### Clock wiring as the flow saved it

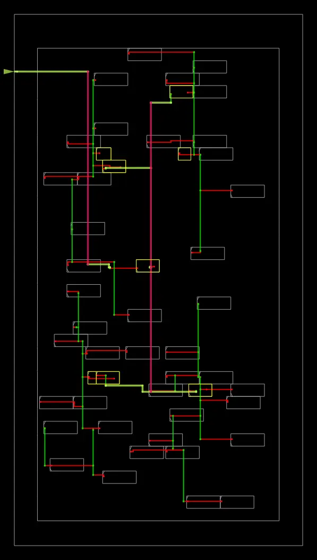
### Cell sizes after repair

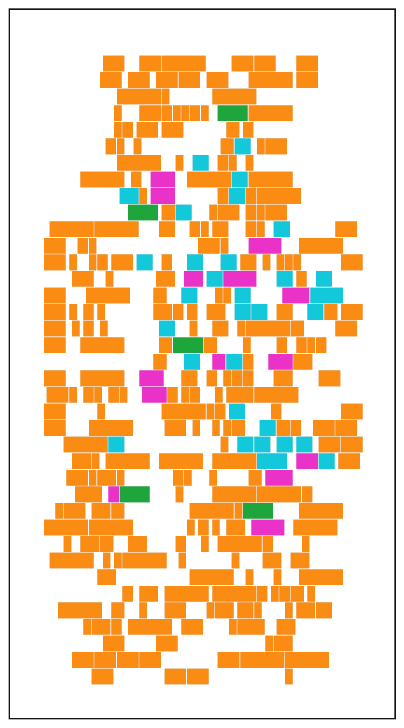
### Metal 2

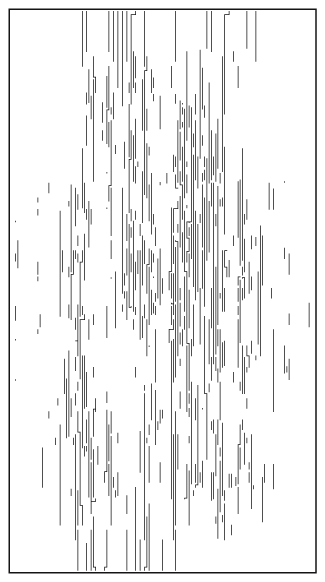
`config.mk`:
```
export PLATFORM = sky130hd
export DESIGN_NAME = mux_index_serializer
export DESIGN_NICKNAME = d
export VERILOG_FILES = /design/src/rtl/mux_index_serializer.sv
export SDC_FILE = /design/constraint.sdc
export NUM_CORES = 1
export LEC_CHECK = 0
export CAP_MARGIN = 10
export CORE_ASPECT_RATIO = 2
export CORE_MARGIN = 5
export CORE_UTILIZATION = 35
export DETAILED_ROUTE_END_ITERATION = 16
export PLACE_DENSITY_LB_ADDON = 0.25
export SLEW_MARGIN = 20
export SYNTH_ARGS = -nofsm -noshare
export SYNTH_HDL_FRONTEND = slang
export SYNTH_SLANG_ARGS = --single-unit
export TNS_END_PERCENT = 50
```
`constraint.sdc`:
```
create_clock -name clk -period 2.25 [get_ports clk]
set_input_delay 0.45 -clock clk [delete_from_list [all_inputs] [get_ports clk]]
set_output_delay 0.45 -clock clk [all_outputs]
set_load 0.01 [all_outputs]
```
`src/rtl/mux_index_serializer.sv`:
```
// Parallel-in/serial-out sequencer: holds a word on the mux data bus and walks
// the select index across it, one bit per downstream-accepted beat.
module mux_index_serializer #(
  parameter  int WIDTH      = 16,
  parameter  int MSB_FIRST  = 0,
  parameter  int GAP_CYCLES = 0,
  localparam int IDX_W      = $clog2(WIDTH)
) (
  input  logic             clk,
  input  logic             rst,
  input  logic             in_valid,
  output logic             in_ready,
  input  logic [WIDTH-1:0] in_data,
  output logic [WIDTH-1:0] mux_data,
  output logic [IDX_W-1:0] mux_sel,
  output logic             ser_bit,
  output logic             ser_valid,
  input  logic             ser_ready,
  output logic             ser_first,
  output logic             ser_last,
  output logic [7:0]       word_count
);

  typedef enum logic [1:0] {
    IDLE  = 2'd0,
    SHIFT = 2'd1,
    GAP   = 2'd2
  } state_t;

  localparam logic [IDX_W-1:0] START_IDX = (MSB_FIRST != 0) ? IDX_W'(WIDTH - 1) : {IDX_W{1'b0}};
  localparam logic [IDX_W-1:0] END_IDX   = (MSB_FIRST != 0) ? {IDX_W{1'b0}} : IDX_W'(WIDTH - 1);
  localparam logic [7:0]       GAP_LOAD  = (GAP_CYCLES > 0) ? 8'(GAP_CYCLES - 1) : 8'd0;

  state_t           state_q, state_d;
  logic [WIDTH-1:0] mux_data_q, mux_data_d;
  logic [IDX_W-1:0] mux_sel_q, mux_sel_d;
  logic             ser_bit_q, ser_bit_d;
  logic             ser_valid_q, ser_valid_d;
  logic             ser_first_q, ser_first_d;
  logic             ser_last_q, ser_last_d;
  logic [7:0]       word_count_q, word_count_d;
  logic [7:0]       gap_cnt_q, gap_cnt_d;

  function automatic logic pick_bit(input logic [WIDTH-1:0] word, input logic [IDX_W-1:0] idx);
    return word[idx];
  endfunction

  function automatic logic [IDX_W-1:0] step_idx(input logic [IDX_W-1:0] idx);
    return (MSB_FIRST != 0) ? (idx - IDX_W'(1'b1)) : (idx + IDX_W'(1'b1));
  endfunction

  assign in_ready = (state_q == IDLE) && !rst;

  // Next-state and next-output computation for the sequencer
  always_comb begin
    state_d      = state_q;
    mux_data_d   = mux_data_q;
    mux_sel_d    = mux_sel_q;
    word_count_d = word_count_q;
    gap_cnt_d    = gap_cnt_q;

    case (state_q)
      IDLE: begin
        if (in_valid && in_ready) begin
          mux_data_d = in_data;
          mux_sel_d  = START_IDX;
          state_d    = SHIFT;
        end else begin
          state_d = IDLE;
        end
      end
      SHIFT: begin
        if (ser_ready) begin
          if (mux_sel_q == END_IDX) begin
            word_count_d = word_count_q + 8'd1;
            if (GAP_CYCLES > 0) begin
              state_d   = GAP;
              gap_cnt_d = GAP_LOAD;
            end else begin
              state_d = IDLE;
            end
          end else begin
            mux_sel_d = step_idx(mux_sel_q);
          end
        end else begin
          state_d = SHIFT;
        end
      end
      GAP: begin
        if (gap_cnt_q == 8'd0) begin
          state_d = IDLE;
        end else begin
          gap_cnt_d = gap_cnt_q - 8'd1;
        end
      end
      default: begin
        state_d = IDLE;
      end
    endcase

    // Serial outputs are derived from the next index so they register alongside it
    ser_valid_d = (state_d == SHIFT);
    if (ser_valid_d) begin
      ser_bit_d   = pick_bit(mux_data_d, mux_sel_d);
      ser_first_d = (mux_sel_d == START_IDX);
      ser_last_d  = (mux_sel_d == END_IDX);
    end else begin
      ser_bit_d   = 1'b0;
      ser_first_d = 1'b0;
      ser_last_d  = 1'b0;
    end
  end

  // State and output registers with synchronous reset taking priority
  always_ff @(posedge clk) begin
    if (rst) begin
      state_q      <= IDLE;
      mux_data_q   <= {WIDTH{1'b0}};
      mux_sel_q    <= {IDX_W{1'b0}};
      ser_bit_q    <= 1'b0;
      ser_valid_q  <= 1'b0;
      ser_first_q  <= 1'b0;
      ser_last_q   <= 1'b0;
      word_count_q <= 8'd0;
      gap_cnt_q    <= 8'd0;
    end else begin
      state_q      <= state_d;
      mux_data_q   <= mux_data_d;
      mux_sel_q    <= mux_sel_d;
      ser_bit_q    <= ser_bit_d;
      ser_valid_q  <= ser_valid_d;
      ser_first_q  <= ser_first_d;
      ser_last_q   <= ser_last_d;
      word_count_q <= word_count_d;
      gap_cnt_q    <= gap_cnt_d;
    end
  end

  assign mux_data   = mux_data_q;
  assign mux_sel    = mux_sel_q;
  assign ser_bit    = ser_bit_q;
  assign ser_valid  = ser_valid_q;
  assign ser_first  = ser_first_q;
  assign ser_last   = ser_last_q;
  assign word_count = word_count_q;

endmodule
```
==> GITHUB_STEP_SUMMARY <==
### Flow metrics

| Metric | Value |
|---|---|
| Status | completed |
| Yosys warns | 0 |
| # DRC | 0 |
| Met1 Track Usage GR | between 10% and 20% |
| Clk pwr share | approximately 33% |
| Final Core Density | about half |
| Dominant comb cell | simple AND/OR/NAND/NOR gates |
| Post-CTS Setup Bufs | 0 |
| Dpl ws | -0.192 ns |
| Period utilisation layout | between 90 and 100% |
| CP Buf/Inv Count | 3 |
| Ys async rst share | 0% |
| Ys cells | ~240 |
| Area leader share | 42.6% |
| Top power group | sequential cells |
| Peak Freq | about 0.46 GHz |
| OpenROAD warnings | 26 |
| Flop area | 841 µm² |
| Antenna Cells | 0 |
| Flop pwr share | between 50% and 60% |
| Final Max Slew Viols | 0 |
| Number of global-route vias before repair | about 2,000 |
| Met3 WL post-DR | 228 µm |
| Switching Fraction | between 20% and 30% |
| Lkg Pwr | ~1.1 nW |
| Post-route minimum period | around 2.2 ns |
| Clock distribution power | between 0.0004 and 0.0005 W |
| Signal inverters | 5 |
| Dpl cells | approximately 370 |
| R2R Setup Slk | ~0.18 ns |
| Hold WC Path Type | flop to flop |
| Worst Setup EP | in_ready |
| Yosys simple share | a little over a quarter |
| Comb gate area | 1080 µm² |
| GRT Total Usage | between 10% and 20% |
| Min Hold Slack | approximately 0.5 ns |
| Most frequent logic cell in the layout | clkdlybuf4s50_1 |
| Die H | roughly 120 µm |
| Post-DP Area | between 2000 and 3000 µm² |
| Worst-path maximum fanout | 4 |
| MI comb cells | 181 |
| Mux frac, synth | under 10% |
| Post-Syn Area | 1970 µm² |
| Cts-stage hold buffer count | 0 |
| Number of clock sinks | roughly 42 |
| Chip Area, Yosys | between 1500 and 2000 µm² |
| Endpoint, Worst Hold | mux_data[0] |
| Share of post-route cells with drive strength above 1 | 15.9% |
| Setup violations, final | 0 |
| P per Cell Area | about 530 nW/µm² |
| Worst vdd ir | between 0.5 and 0.6 mV |
| Total power | around 0.0015 W |
| Internal | ~0.0011 W |
| Root Driver | clkbuf_8 |
| Count of library flops with an enable pin | 0 |
| Die Wd | approximately 63 µm |
| Nets | around 340 |
| Comb power frac | 15.1% |
| Chip footprint | about 7300 µm² |
| Flop share of the area | between 20% and 30% |
| Met3 Resource Use GR | 3.37% |
| Biggest area cells | dfxtp_1 (43%), nand2_1 (8.0%), nor2_1 (5.7%), a21oi_1 (5.3%), xnor2_1 (4.0%) |
| GP Congestion | 0.903 |
| HP Start | mux_data[0] |
| H-tree depth | 2 |
| Final hold violations | 0 |
| Relative slew slack | between 60% and 70% |
| Hold Path Stages | 2 |
| DR WL/cell | 14.5 µm |
## Picture notes: 'Clock wiring as the flow saved it'
cts bufs inserted: 5
registers: 42
final clock skew: 0.00572 ns

## Picture notes: 'Cell sizes after repair'
Green shows x6 and larger, cells 5, share 1.6%, most used clkbuf_8. Magenta shows x2, cells 14, share 4.4%, most used mux2_2. Orange shows x1 and smaller, cells 265, share 84%, most used clkdlybuf4s50_1. Cyan shows x3 and x4, cells 31, share 9.8%, most used buf_4.
final worst slack: 0.0786 ns
Design Area, Final: 2830 µm²
area delta synth->final: 43.2%

## Picture notes: 'Metal 2'
The layer holds 54% of the routed length. 290 nets have wire on it. The longest straight run is 37.4 µm. The wires run mostly vertical.
Total Wirelength: 5430 µm
vias: 1,927
M2 GR Usage: 28.6%

No activity file was given, so power comes from the tool's default toggle rates.
